--- src/rtl/mips_ctrl_pkg.sv ---
// Shared definitions for the MIPS multi-cycle controller.
// Contents: FSM state encoding, instruction classes, opcode/funct constants,
// and the encodings of the ext_sel, pc_src, wb_sel and reg_dst selects.
package mips_ctrl_pkg;

  typedef enum logic [2:0] {
    ST_FETCH,
    ST_DECODE,
    ST_EXEC,
    ST_MEM,
    ST_WB,
    ST_HALT
  } state_e;

  // Instruction classes seen by the FSM; shifts are split from other
  // R-type operations because they take their B operand from the extender.
  typedef enum logic [3:0] {
    IC_RTYPE,
    IC_SHIFT,
    IC_IALU,
    IC_LUI,
    IC_LW,
    IC_SW,
    IC_BEQ,
    IC_BNE,
    IC_J,
    IC_JAL,
    IC_SYSCALL,
    IC_ILLEGAL
  } iclass_e;

  // Opcodes (ir[31:26])
  localparam logic [5:0] OP_RTYPE = 6'h00;
  localparam logic [5:0] OP_J     = 6'h02;
  localparam logic [5:0] OP_JAL   = 6'h03;
  localparam logic [5:0] OP_BEQ   = 6'h04;
  localparam logic [5:0] OP_BNE   = 6'h05;
  localparam logic [5:0] OP_ADDI  = 6'h08;
  localparam logic [5:0] OP_ADDIU = 6'h09;
  localparam logic [5:0] OP_SLTI  = 6'h0A;
  localparam logic [5:0] OP_ANDI  = 6'h0C;
  localparam logic [5:0] OP_ORI   = 6'h0D;
  localparam logic [5:0] OP_XORI  = 6'h0E;
  localparam logic [5:0] OP_LUI   = 6'h0F;
  localparam logic [5:0] OP_LW    = 6'h23;
  localparam logic [5:0] OP_SW    = 6'h2B;

  // R-type function codes (ir[5:0])
  localparam logic [5:0] FN_SLL     = 6'h00;
  localparam logic [5:0] FN_SRL     = 6'h02;
  localparam logic [5:0] FN_SRA     = 6'h03;
  localparam logic [5:0] FN_SYSCALL = 6'h0C;
  localparam logic [5:0] FN_ADD     = 6'h20;
  localparam logic [5:0] FN_ADDU    = 6'h21;
  localparam logic [5:0] FN_SUB     = 6'h22;
  localparam logic [5:0] FN_SUBU    = 6'h23;
  localparam logic [5:0] FN_AND     = 6'h24;
  localparam logic [5:0] FN_OR      = 6'h25;
  localparam logic [5:0] FN_XOR     = 6'h26;
  localparam logic [5:0] FN_NOR     = 6'h27;
  localparam logic [5:0] FN_SLT     = 6'h2A;
  localparam logic [5:0] FN_SLTU    = 6'h2B;

  // Extender mode
  localparam logic [1:0] EXT_ZERO  = 2'd0;
  localparam logic [1:0] EXT_SIGN  = 2'd1;
  localparam logic [1:0] EXT_SHAMT = 2'd2;
  localparam logic [1:0] EXT_NONE  = 2'd3;

  // PC source
  localparam logic [1:0] PC_SEQ    = 2'd0;
  localparam logic [1:0] PC_BRANCH = 2'd1;
  localparam logic [1:0] PC_JUMP   = 2'd2;

  // Writeback source
  localparam logic [1:0] WB_ALU  = 2'd0;
  localparam logic [1:0] WB_MEM  = 2'd1;
  localparam logic [1:0] WB_LINK = 2'd2;
  localparam logic [1:0] WB_LUI  = 2'd3;

  // Destination register select
  localparam logic [1:0] DST_RT   = 2'd0;
  localparam logic [1:0] DST_RD   = 2'd1;
  localparam logic [1:0] DST_LINK = 2'd2;

endpackage

--- src/rtl/mips_ctrl_decode.sv ---
// Combinational instruction decoder for the multi-cycle controller.
// Ports:
//   ir      in  32  instruction from the IR register
//   iclass  out     instruction class consumed by the FSM
//   ext_sel out  2  extender mode for this instruction
//   illegal out  1  opcode or R-type funct not supported
module mips_ctrl_decode
  import mips_ctrl_pkg::*;
(
  input  logic [31:0] ir,
  output iclass_e     iclass,
  output logic [1:0]  ext_sel,
  output logic        illegal
);

  logic [5:0] op;
  logic [5:0] fn;
  logic       unused_ir_bits;

  assign op = ir[31:26];
  assign fn = ir[5:0];
  // Register and immediate fields are routed by the datapath, not here.
  assign unused_ir_bits = ^ir[25:6];

  // NOTE: every signal written in an always_comb gets a default before any
  // branch, so no path leaves it unassigned and no latch is inferred.
  always_comb begin
    iclass = IC_ILLEGAL;
    case (op)
      OP_RTYPE: begin
        case (fn)
          FN_SLL, FN_SRL, FN_SRA: iclass = IC_SHIFT;
          FN_SYSCALL:             iclass = IC_SYSCALL;
          FN_ADD, FN_ADDU, FN_SUB, FN_SUBU, FN_AND, FN_OR, FN_XOR, FN_NOR,
          FN_SLT, FN_SLTU:        iclass = IC_RTYPE;
          default:                iclass = IC_ILLEGAL;
        endcase
      end
      OP_J:                          iclass = IC_J;
      OP_JAL:                        iclass = IC_JAL;
      OP_BEQ:                        iclass = IC_BEQ;
      OP_BNE:                        iclass = IC_BNE;
      OP_ADDI, OP_ADDIU, OP_SLTI,
      OP_ANDI, OP_ORI, OP_XORI:      iclass = IC_IALU;
      OP_LUI:                        iclass = IC_LUI;
      OP_LW:                         iclass = IC_LW;
      OP_SW:                         iclass = IC_SW;
      default:                       iclass = IC_ILLEGAL;
    endcase
  end

  // Logical immediates are zero-extended; arithmetic, compare, address and
  // branch offsets are sign-extended; lui shifts the raw imm16 elsewhere.
  always_comb begin
    ext_sel = EXT_NONE;
    case (iclass)
      IC_SHIFT:                   ext_sel = EXT_SHAMT;
      IC_LW, IC_SW, IC_BEQ, IC_BNE: ext_sel = EXT_SIGN;
      IC_IALU: begin
        if (op == OP_ANDI || op == OP_ORI || op == OP_XORI) ext_sel = EXT_ZERO;
        else                                                  ext_sel = EXT_SIGN;
      end
      default:                    ext_sel = EXT_NONE;
    endcase
  end

  assign illegal = (iclass == IC_ILLEGAL);

endmodule

--- src/rtl/mips_multicycle_ctrl.sv ---
// Multi-cycle control FSM for the MIPS core: sequences FETCH, DECODE, EXEC,
// MEM and WB over the shared datapath and drives every datapath enable.
// Parameters:
//   FETCH_TIMEOUT  max mem_ready wait in FETCH/MEM (0 = wait forever)
//   JAL_REG        link register index (applied by the datapath via reg_dst)
// Ports:
//   clk, rst_n         clock, synchronous active-low reset
//   ir                 current instruction
//   mem_ready          memory request completes this cycle
//   alu_zero           ALU zero flag for beq/bne
//   mem_req, mem_we, addr_sel          memory port control
//   ir_we, pc_we, pc_src               IR / PC load control
//   ext_sel, alu_src_b                 extender mode, ALU B operand select
//   reg_we, reg_dst, wb_sel            register file write control
//   halted, fault                      sticky status
module mips_multicycle_ctrl
  import mips_ctrl_pkg::*;
#(
  parameter int FETCH_TIMEOUT = 0,
  parameter int JAL_REG       = 31
) (
  input  logic        clk,
  input  logic        rst_n,
  input  logic [31:0] ir,
  input  logic        mem_ready,
  input  logic        alu_zero,
  output logic        mem_req,
  output logic        mem_we,
  output logic        addr_sel,
  output logic        ir_we,
  output logic        pc_we,
  output logic [1:0]  pc_src,
  output logic [1:0]  ext_sel,
  output logic        alu_src_b,
  output logic        reg_we,
  output logic [1:0]  reg_dst,
  output logic [1:0]  wb_sel,
  output logic        halted,
  output logic        fault
);

  localparam int TW = (FETCH_TIMEOUT > 1) ? $clog2(FETCH_TIMEOUT + 1) : 1;

  state_e      state, state_next;
  iclass_e     iclass;
  logic [1:0]  dec_ext_sel;
  logic        dec_illegal;
  logic        fault_q, set_fault;
  logic [TW-1:0] tmo_cnt;
  logic [TW:0]   tmo_cnt_inc;
  logic        timeout_hit;
  logic [4:0]  unused_jal_reg;

  // Un-gated versions of the outputs, decoded from state + ir.
  logic       mem_req_c, mem_we_c, addr_sel_c, ir_we_c, pc_we_c;
  logic       alu_src_b_c, reg_we_c;
  logic [1:0] pc_src_c, ext_sel_c, reg_dst_c, wb_sel_c;

  // The link index is applied in the datapath register-address mux.
  assign unused_jal_reg = 5'(JAL_REG);

  mips_ctrl_decode u_decode (
    .ir      (ir),
    .iclass  (iclass),
    .ext_sel (dec_ext_sel),
    .illegal (dec_illegal)
  );

  // The count is the number of not-ready cycles already spent; this cycle
  // being not-ready as well makes it the FETCH_TIMEOUT-th one.
  assign tmo_cnt_inc = {1'b0, tmo_cnt} + (TW + 1)'(1);
  assign timeout_hit = (FETCH_TIMEOUT != 0) && !mem_ready &&
                       (tmo_cnt_inc == (TW + 1)'(FETCH_TIMEOUT));

  // NOTE: sequential state is updated with non-blocking assignments so every
  // register samples the pre-edge values, independent of statement order.
  always_ff @(posedge clk) begin
    if (!rst_n) begin
      state   <= ST_FETCH;
      fault_q <= 1'b0;
      tmo_cnt <= '0;
    end else begin
      state <= state_next;
      if (set_fault) fault_q <= 1'b1;
      // Any state change clears the counter, covering entry to FETCH/MEM.
      if (state_next != state)
        tmo_cnt <= '0;
      else if ((state == ST_FETCH || state == ST_MEM) && !mem_ready)
        tmo_cnt <= tmo_cnt_inc[TW-1:0];
    end
  end

  always_comb begin
    state_next  = state;
    set_fault   = 1'b0;
    mem_req_c   = 1'b0;
    mem_we_c    = 1'b0;
    addr_sel_c  = 1'b0;
    ir_we_c     = 1'b0;
    pc_we_c     = 1'b0;
    pc_src_c    = PC_SEQ;
    ext_sel_c   = EXT_NONE;
    alu_src_b_c = 1'b0;
    reg_we_c    = 1'b0;
    reg_dst_c   = DST_RT;
    wb_sel_c    = WB_ALU;

    case (state)
      ST_FETCH: begin
        mem_req_c = 1'b1;
        if (mem_ready) begin
          ir_we_c    = 1'b1;
          pc_we_c    = 1'b1;
          state_next = ST_DECODE;
        end else if (timeout_hit) begin
          set_fault  = 1'b1;
          state_next = ST_HALT;
        end
      end

      ST_DECODE: begin
        ext_sel_c = dec_ext_sel;
        if (dec_illegal) begin
          set_fault  = 1'b1;
          state_next = ST_HALT;
        end else if (iclass == IC_SYSCALL) begin
          state_next = ST_HALT;
        end else begin
          state_next = ST_EXEC;
        end
      end

      ST_EXEC: begin
        ext_sel_c   = dec_ext_sel;
        alu_src_b_c = (iclass == IC_SHIFT) || (iclass == IC_IALU) ||
                      (iclass == IC_LUI)   || (iclass == IC_LW)   ||
                      (iclass == IC_SW);
        case (iclass)
          IC_BEQ, IC_BNE: begin
            // bne is taken on a non-zero comparison result.
            if (alu_zero == (iclass == IC_BEQ)) begin
              pc_we_c  = 1'b1;
              pc_src_c = PC_BRANCH;
            end
            state_next = ST_FETCH;
          end
          IC_J, IC_JAL: begin
            pc_we_c  = 1'b1;
            pc_src_c = PC_JUMP;
            // The link value is the already-incremented PC, still valid
            // in this cycle because the PC loads at the clock edge.
            if (iclass == IC_JAL) begin
              reg_we_c  = 1'b1;
              reg_dst_c = DST_LINK;
              wb_sel_c  = WB_LINK;
            end
            state_next = ST_FETCH;
          end
          IC_LW, IC_SW: state_next = ST_MEM;
          default:      state_next = ST_WB;
        endcase
      end

      ST_MEM: begin
        ext_sel_c  = dec_ext_sel;
        mem_req_c  = 1'b1;
        addr_sel_c = 1'b1;
        mem_we_c   = (iclass == IC_SW);
        if (mem_ready) begin
          state_next = (iclass == IC_SW) ? ST_FETCH : ST_WB;
        end else if (timeout_hit) begin
          set_fault  = 1'b1;
          state_next = ST_HALT;
        end
      end

      ST_WB: begin
        ext_sel_c = dec_ext_sel;
        reg_we_c  = 1'b1;
        reg_dst_c = (iclass == IC_RTYPE || iclass == IC_SHIFT) ? DST_RD : DST_RT;
        if (iclass == IC_LW)       wb_sel_c = WB_MEM;
        else if (iclass == IC_LUI) wb_sel_c = WB_LUI;
        state_next = ST_FETCH;
      end

      ST_HALT: state_next = ST_HALT;

      default: state_next = ST_FETCH;
    endcase
  end

  // While reset is asserted the outputs are forced idle immediately, so an
  // in-flight memory request drops without a completion cycle.
  assign mem_req   = rst_n & mem_req_c;
  assign mem_we    = rst_n & mem_we_c;
  assign addr_sel  = rst_n & addr_sel_c;
  assign ir_we     = rst_n & ir_we_c;
  assign pc_we     = rst_n & pc_we_c;
  assign pc_src    = rst_n ? pc_src_c : PC_SEQ;
  assign ext_sel   = rst_n ? ext_sel_c : EXT_NONE;
  assign alu_src_b = rst_n & alu_src_b_c;
  assign reg_we    = rst_n & reg_we_c;
  assign reg_dst   = rst_n ? reg_dst_c : DST_RT;
  assign wb_sel    = rst_n ? wb_sel_c : WB_ALU;
  assign halted    = rst_n & (state == ST_HALT);
  assign fault     = rst_n & fault_q;

endmodule
--- config.mk ---
export PLATFORM = sky130hd
export DESIGN_NAME = mips_multicycle_ctrl
export DESIGN_NICKNAME = d
export VERILOG_FILES = /design/src/rtl/mips_ctrl_pkg.sv /design/src/rtl/mips_ctrl_decode.sv /design/src/rtl/mips_multicycle_ctrl.sv
export SDC_FILE = /design/constraint.sdc
export NUM_CORES = 1
export LEC_CHECK = 0
export ABC_CLOCK_PERIOD_IN_PS = 5100
export CAP_MARGIN = 15
export CORE_UTILIZATION = 39
export CTS_CLUSTER_SIZE = 20
export DETAILED_ROUTE_END_ITERATION = 7
export PLACE_DENSITY = 0.95
export SLEW_MARGIN = 30
export SYNTH_ARGS = -nofsm -noshare
export SYNTH_HDL_FRONTEND = slang
export SYNTH_SLANG_ARGS = --single-unit
--- constraint.sdc ---
create_clock -name clk -period 5.1 [get_ports clk]
set_clock_uncertainty 0.1 [all_clocks]
set_input_delay 0.51 -clock clk [delete_from_list [all_inputs] [get_ports clk]]
set_output_delay 0.51 -clock clk [all_outputs]
set_load 0.01 [all_outputs]
Run 1, placement by cell class:
(8 px per um)
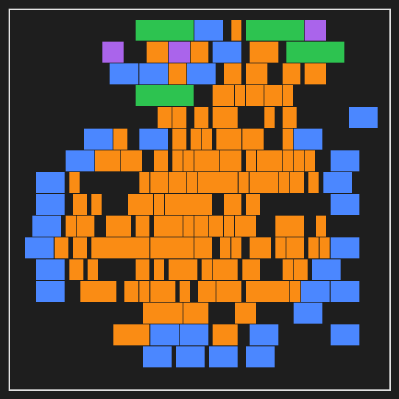
Key: orange = remaining logic cells [cells 105, share of their area 61%]; purple = clock-net drivers [cells 3, share of their area 2.1%]; blue = remaining buffers and delay cells [cells 32, share of their area 29%]; green = sequential cells [cells 4, share of their area 7.3%]
final standard cell area without fillers: 1130 um2
site row count: 16
sequential share of cell area: 7.10%
Core Util, Final: 58.1%

Run 1, local utilization:
(8 px per um) 9 x 9 tiles, from dark blue (low) to red (high), 0 to 100% covered.
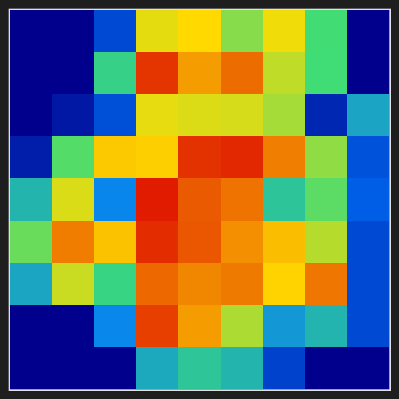
The mean over all tiles is 49%. The emptiest ninth of the die: top left. The densest ninth of the die: middle. 17% of the tiles are nearly empty. 31% of the tiles are over 75% full. The fullest tile reaches 97%.
CORE AREA: 1940 um2
starting density of the core: 41.4%

Run 1, signal wires on met1:
(10 px per um) Supply wires on this layer in gray. Cells faint in the background.
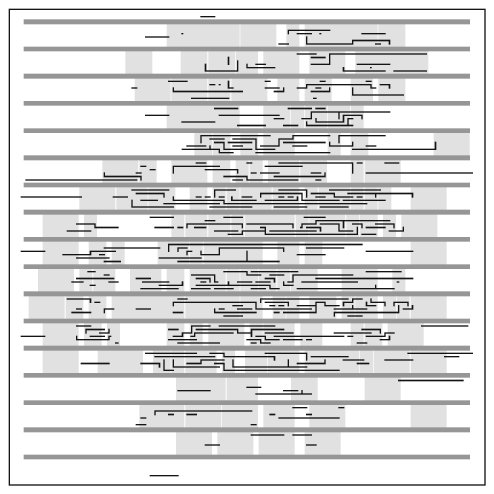
The wires run mostly horizontal. 139 nets have wire on it. The longest straight run is 19.3 um.
DR vias: 956
Global Route met1 Usage: 26.0%
sum of routed wire length over all layers: 2150 um

Run 1, nets reached from selected ports:
(6 px per um)
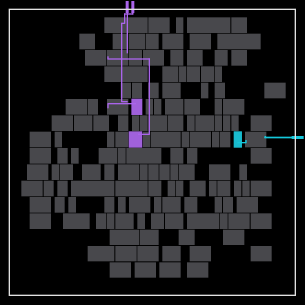
Key: cyan = addr_sel [direction output, edge right, end cells 1, buffers 1, wire 6.40 um]; purple = ext_sel [direction output, edge top, end cells 2, buffers 2, wire 51.8 um]
I/O Pins: 53
Port Buffer Count: 32

==> run_results.csv, run 1 <==
group,metric,value,unit
run_status,run_status,"finished, final reports clean",
cells_and_area,syn_to_final_growth,40.1,%
cts,cts-buffers-inserted,3,
setup_path,worst-r2r-setup-slack,3480,ps
run,warnings,46,
logic_synthesis,netlist_top_cells_area,"sky130_fd_sc_hd__dfxtp_1, sky130_fd_sc_hd__nor2_1, sky130_fd_sc_hd__nand2_1",
setup_path,critical_path_class,"in -> out",
detailed_routing,route.met2.wl,1100,um
global_routing,grt_pass1_wl,3440,um
global_routing,top_usage_layer,"met2",
min_path,min_delay_path_depth,1,
cells_and_area,final_layout_top_logic_cells,"sky130_fd_sc_hd__clkdlybuf4s50_1, sky130_fd_sc_hd__nor2_1, sky130_fd_sc_hd__nand2_1, sky130_fd_sc_hd__inv_1, sky130_fd_sc_hd__a21oi_1",
cts,clock_h_tree_levels,1,
setup_path,path_depth,8,
sta,worst_slack,1290,ps
global_routing,track_usage,21.7,%
logic_synthesis,yosysMostFrequentCell,"sky130_fd_sc_hd__nor2_1",
logic_synthesis,yosys_cells,117,
detailed_routing,routed_wire_length_per_instance,12.6,um
detailed_routing,ant_nets,0,
sta,whs,352,ps
setup_path,timing.critical_path.arrival,3200,ps
setup_path,crit_path_end,"pc_we",
logic_synthesis,seq_area_frac_synth,9.95,%
cells_and_area,insertedDiodeCount,0,
global_routing,first_global_vias,832,
power_and_ir_drop,power_report.internal_total,98.1,uW
global_routing,use_met2,37.8,%
sta,timing.final.crit_period,3810,ps
floorplan,dieArea,2250,um2
setup_path,worstRegToRegCells,4,
detailed_routing,detail_route.iter0.violations,24,
power_and_ir_drop,power.leakage,0.417,nW
cells_and_area,sequential_cell_area,80.1,um2
logic_synthesis,syn_area_per_cell,6.88,um2
sta,grt_setup_unrepaired,"false",
setup_path,crit_end_element,"output pin",
cts,clkSinkCount,4,
cells_and_area,multiInputGateArea,644,um2
setup_path,timing.critical_path.fanout_max,10,
detailed_routing,detail_route.drc_violations,0,
cells_and_area,drive_gt1_share,11.8,%
sta,worst_pin_slew,559,ps
placed_design,globalplace.congestion,0.861,
placed_design,placed_cell_area,1100,um2
placed_design,placedCellCount,168,
logic_synthesis,ys_types,47,
cells_and_area,layout.cells.most_common,"sky130_fd_sc_hd__clkdlybuf4s50_1",
cts,cts_tree,"built",
-- run 1: kinds of logic after synthesis --
group,Yosys count,synth area share [%]
muxes,3,3.73
xor gates and xnor gates,3,3.27
buffers and inverters,15,9.95
AOI/OAI and AO/OA,30,30.8
and+or+nand+nor,62,42.3
DFF,4,9.95
-- run 1: registers in the layout (all words and copies together) (netlist names) --
signal,flops
fault_q,1
state,3
-- run 1: area by class of cell --
| type | count | share of cell area [%] |
|---|---|---|
| Sequential cell | 4 | 7.10 |
| Inverter | 7 | 2.33 |
| Clock buffer | 3 | 2.00 |
| Multi-Input combinational cell | 98 | 57.2 |
| Tap cell | 27 | 3.00 |
| Timing Repair Buffer | 32 | 28.4 |
==> run 1 -> run 2 <==
--- a/config.mk
+++ b/config.mk
@@ -5,12 +5,12 @@
 export SDC_FILE = /design/constraint.sdc
 export NUM_CORES = 1
 export LEC_CHECK = 0
-export ABC_CLOCK_PERIOD_IN_PS = 5100
+export ABC_CLOCK_PERIOD_IN_PS = 3600
 export CAP_MARGIN = 15
-export CORE_UTILIZATION = 39
+export CORE_UTILIZATION = 36
 export CTS_CLUSTER_SIZE = 20
 export DETAILED_ROUTE_END_ITERATION = 7
-export PLACE_DENSITY = 0.95
+export PLACE_DENSITY = 0.9
 export SLEW_MARGIN = 30
 export SYNTH_ARGS = -nofsm -noshare
 export SYNTH_HDL_FRONTEND = slang
==> constraint.sdc (replaced) <==
create_clock -name clk -period 3.6 [get_ports clk]
set_clock_uncertainty 0.1 [all_clocks]
set_input_delay 0.36 -clock clk [delete_from_list [all_inputs] [get_ports clk]]
set_output_delay 0.36 -clock clk [all_outputs]
set_load 0.01 [all_outputs]
Run 2, local utilization:
(8 px per um) 10 x 10 tiles, from dark blue (low) to red (high), 0 to 100% covered.
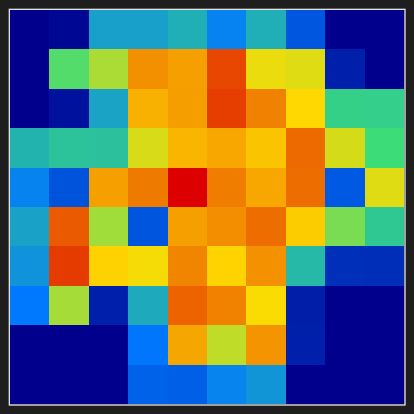
The emptiest ninth of the die: bottom right. The fullest tile reaches 100%. The densest ninth of the die: middle.
Core Util, Final: 56.1%
CORE AREA: 2020 um2
starting density of the core: 39.8%

Run 2, placement by cell class:
(8 px per um)
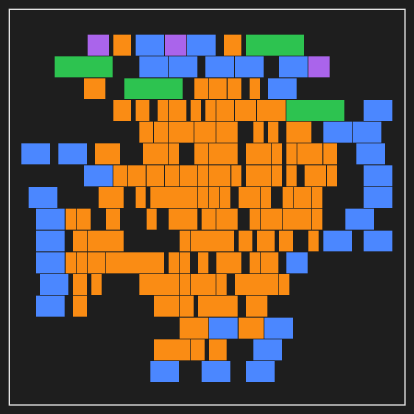
Key: green = sequential cells [cells 4, share of their area 7.3%]; orange = remaining logic cells [cells 105, share of their area 61%]; blue = remaining buffers and delay cells [cells 33, share of their area 30%]; purple = clock-net drivers [cells 3, share of their area 2.0%]
final standard cell area without fillers: 1130 um2
sequential share of cell area: 7.06%

==> run 2 against run 1 <==
Net effect:
- sequential share of layout area is essentially flat
- clock power up 45%
- non-clock buffer count grew 1
- die area rose by 8.0%
- sequential power grew 42%
- combinational power increased by 41%
- largest cell class unchanged
- register-to-register slack got worse by 1400 ps
==> run_results.csv, run 2 <==
group,metric,value,unit
cells_and_area,insertedDiodeCount,0,
global_routing,grt_pass1_wl,3530,um
sta,grt_setup_unrepaired,"false",
global_routing,grt.met1_usage,21.7,%
run_status,run_status,"finished, final reports clean",
global_routing,use_met2,32.2,%
cells_and_area,largest-register,"state",
cells_and_area,final_layout_top_logic_cells,"sky130_fd_sc_hd__clkdlybuf4s50_1, sky130_fd_sc_hd__nor2_1, sky130_fd_sc_hd__nand2_1, sky130_fd_sc_hd__inv_1, sky130_fd_sc_hd__a21oi_1",
cells_and_area,syn_to_final_growth,41.1,%
logic_synthesis,syn_area_per_cell,6.88,um2
logic_synthesis,yosys_cells,117,
cells_and_area,final_layout_non_clock_buffer_area_share,28.9,%
cells_and_area,multiInputGateArea,644,um2
global_routing,track_usage,18.1,%
run,warnings,46,
setup_path,critical_path_class,"in -> out",
floorplan,dieArea,2430,um2
cts,cts-buffers-inserted,3,
cells_and_area,layout.cells.most_common,"sky130_fd_sc_hd__clkdlybuf4s50_1",
power_and_ir_drop,power_report.internal_total,140,uW
min_path,min_delay_path_depth,1,
cells_and_area,largest_register_ffs,3,
global_routing,top_usage_layer,"met2",
detailed_routing,route.final.wire_length,2060,um
detailed_routing,route.met2.wl,1020,um
power_and_ir_drop,power.leakage,0.422,nW
placed_design,placedCellCount,169,
cells_and_area,clock_area_share,1.98,%
setup_path,crit_end_element,"output pin",
logic_synthesis,ys_types,47,
placed_design,globalplace.congestion,0.772,
detailed_routing,detail_route.iter0.violations,36,
detailed_routing,routed_wire_length_per_instance,12.0,um
setup_path,timing.critical_path.arrival,2920,ps
cts,cts_tree,"built",
cells_and_area,largestRegisters,"state: 3 flops, fault_q: 1 flops",
detailed_routing,num_vias,968,
setup_path,worstRegToRegCells,4,
cts,clkSinkCount,4,
floorplan,top_level_ports,53,
sta,timing.final.crit_period,3380,ps
cells_and_area,buffers,33,
Run 2, cell placement:
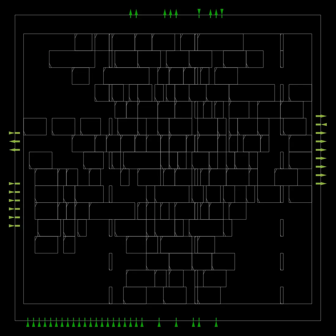
number of sequential storage elements: 4
number of fill cells in the layout: 184
n_taps: 27

-- run 2: final timing paths --
check                                            end  slack (ps)
worst min register to register  fault_q$_SDFFE_PN0P_         360
worst max-delay path                           pc_we         220
worst max register to register  fault_q$_SDFFE_PN0P_        2120
worst min-delay path            fault_q$_SDFFE_PN0P_         360
-- run 2: cell families (layout without fill, tap and decap cells) --
kind of cell	after synthesis	count (layout)	synth area share (%)
simple gates	62	62	42.3
flops	4	4	9.95
buf+inv	15	43	9.95
compound gates	30	30	30.8
mux	3	3	3.73
xor+xnor	3	3	3.27
-- run 2: per-stage QoR --
stage          util [%]  hold WS [ps]
5_1_grt            56.1           390
4_1_cts            56.1           359
3_3_place_gp       55.0           342
2_1_floorplan         -           332
3_5_place_dp       55.0           356
6_report           56.1           359
==> run 2 -> run 3 <==
--- a/config.mk
+++ b/config.mk
@@ -15,3 +15,4 @@
 export SYNTH_ARGS = -nofsm -noshare
 export SYNTH_HDL_FRONTEND = slang
 export SYNTH_SLANG_ARGS = --single-unit
+export TNS_END_PERCENT = 100
Run 3, placement by cell class:
(8 px per um)
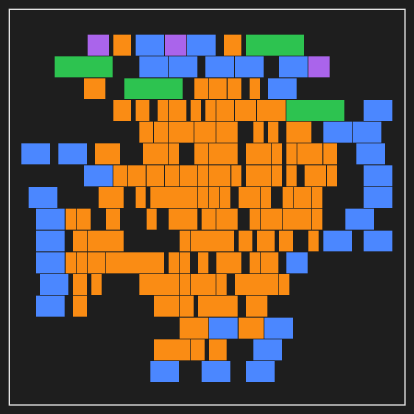
Key: purple = clock-net drivers [cells 3, share of their area 2.0%]; blue = remaining buffers and delay cells [cells 33, share of their area 30%]; green = sequential cells [cells 4, share of their area 7.3%]; orange = remaining logic cells [cells 105, share of their area 61%]

Run 3, signal wires on met1:
(10 px per um) Supply wires on this layer in gray. Cells faint in the background.
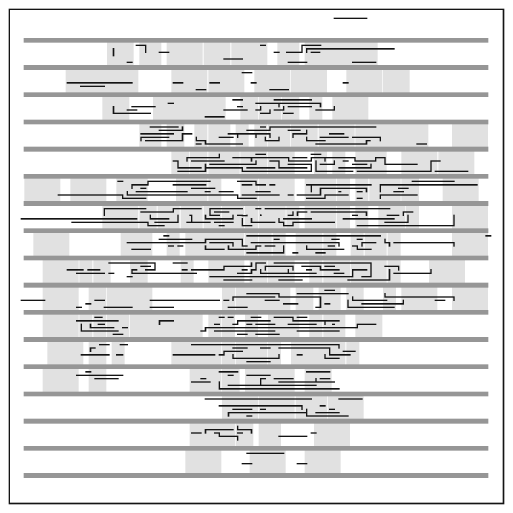
sum of routed wire length over all layers: 2060 um
DR vias: 968
Global Route met1 Usage: 21.7%

==> run 3 against run 2 <==
Net effect:
- synthesized cell count unchanged
- sequential share of layout area unchanged
- core utilization unchanged
- clock power about the same
- highest routed layer unchanged
- critical path type unchanged
- via count unchanged
- combinational power about the same
- sequential power about the same
- register-to-register slack about the same
- critical path depth unchanged
- cell count unchanged
==> run_results.csv, run 3 <==
group,metric,value,unit
cells_and_area,largest-register,"state",
detailed_routing,detail_route.drc_violations,0,
setup_path,critical_path_class,"in -> out",
floorplan,floorplan.core_util,39.8,%
placed_design,placed_cell_area,1110,um2
detailed_routing,detail_route.iter0.violations,36,
cts,cts-buffers-inserted,3,
cells_and_area,largest_register_ffs,3,
sta,grt_setup_unrepaired,"false",
sta,whs,359,ps
cells_and_area,drive_gt1_share,12.4,%
setup_path,worstRegToRegCells,4,
global_routing,grt_pass1_wl,3530,um
placed_design,placedCellCount,169,
logic_synthesis,yosys_cells,117,
logic_synthesis,ys_types,47,
sta,worst_pin_slew,497,ps
power_and_ir_drop,power.leakage,0.422,nW
sta,worst_slack,218,ps
cells_and_area,sequential_cell_area,80.1,um2
placed_design,placement.io_buffers,32,
logic_synthesis,netlist_top_cells_area,"sky130_fd_sc_hd__dfxtp_1, sky130_fd_sc_hd__nor2_1, sky130_fd_sc_hd__nand2_1",
detailed_routing,routed_wire_length_per_instance,12.0,um
run,warnings,46,
global_routing,track_usage,18.1,%
floorplan,fp.coreArea,2020,um2
global_routing,first_global_vias,861,
logic_synthesis,yosysMostFrequentCell,"sky130_fd_sc_hd__nor2_1",
cells_and_area,final_area,1130,um2
run_status,run_status,"finished, final reports clean",
setup_path,crit_end_element,"output pin",
cells_and_area,insertedDiodeCount,0,
cells_and_area,syn_to_final_growth,41.1,%
Run 3, cell placement:
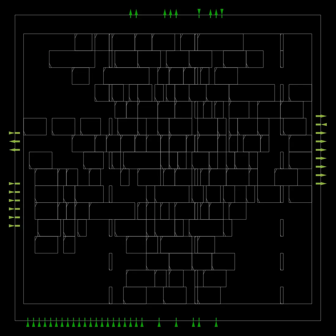
Final Non-Filler Cells: 172

run 3: cell counts in the layout (fill, tap and decap cells not counted):
Identical to the previous run, type by type.
run 3: cells by family after synthesis:
logic type	count (synthesis)	synth area share [%]
buffers and inverters	15	9.95
xor gates and xnor gates	3	3.27
AOI/OAI and AO/OA	30	30.8
DFF	4	9.95
and+or+nand+nor	62	42.3
muxes	3	3.73
run 3: metal layers:
layer	track usage [%]	share of wire, %	vias to the layer above
met2	32.2	49	47
met5	0	0	-
met1	21.7	43	445
met3	5.92	7.7	0
met4	1.47	0	0
li1	-	-	476
run 3: final cells by class:
class                      count  share of cell area (%)
clock buffer                   3                    1.98
inverter                       7                    2.32
multi-input combinational     98                    56.8
sequential                     4                    7.06
tap                           27                    2.98
timing repair buffer          33                    28.9
Power and IR drop assume default switching activity.
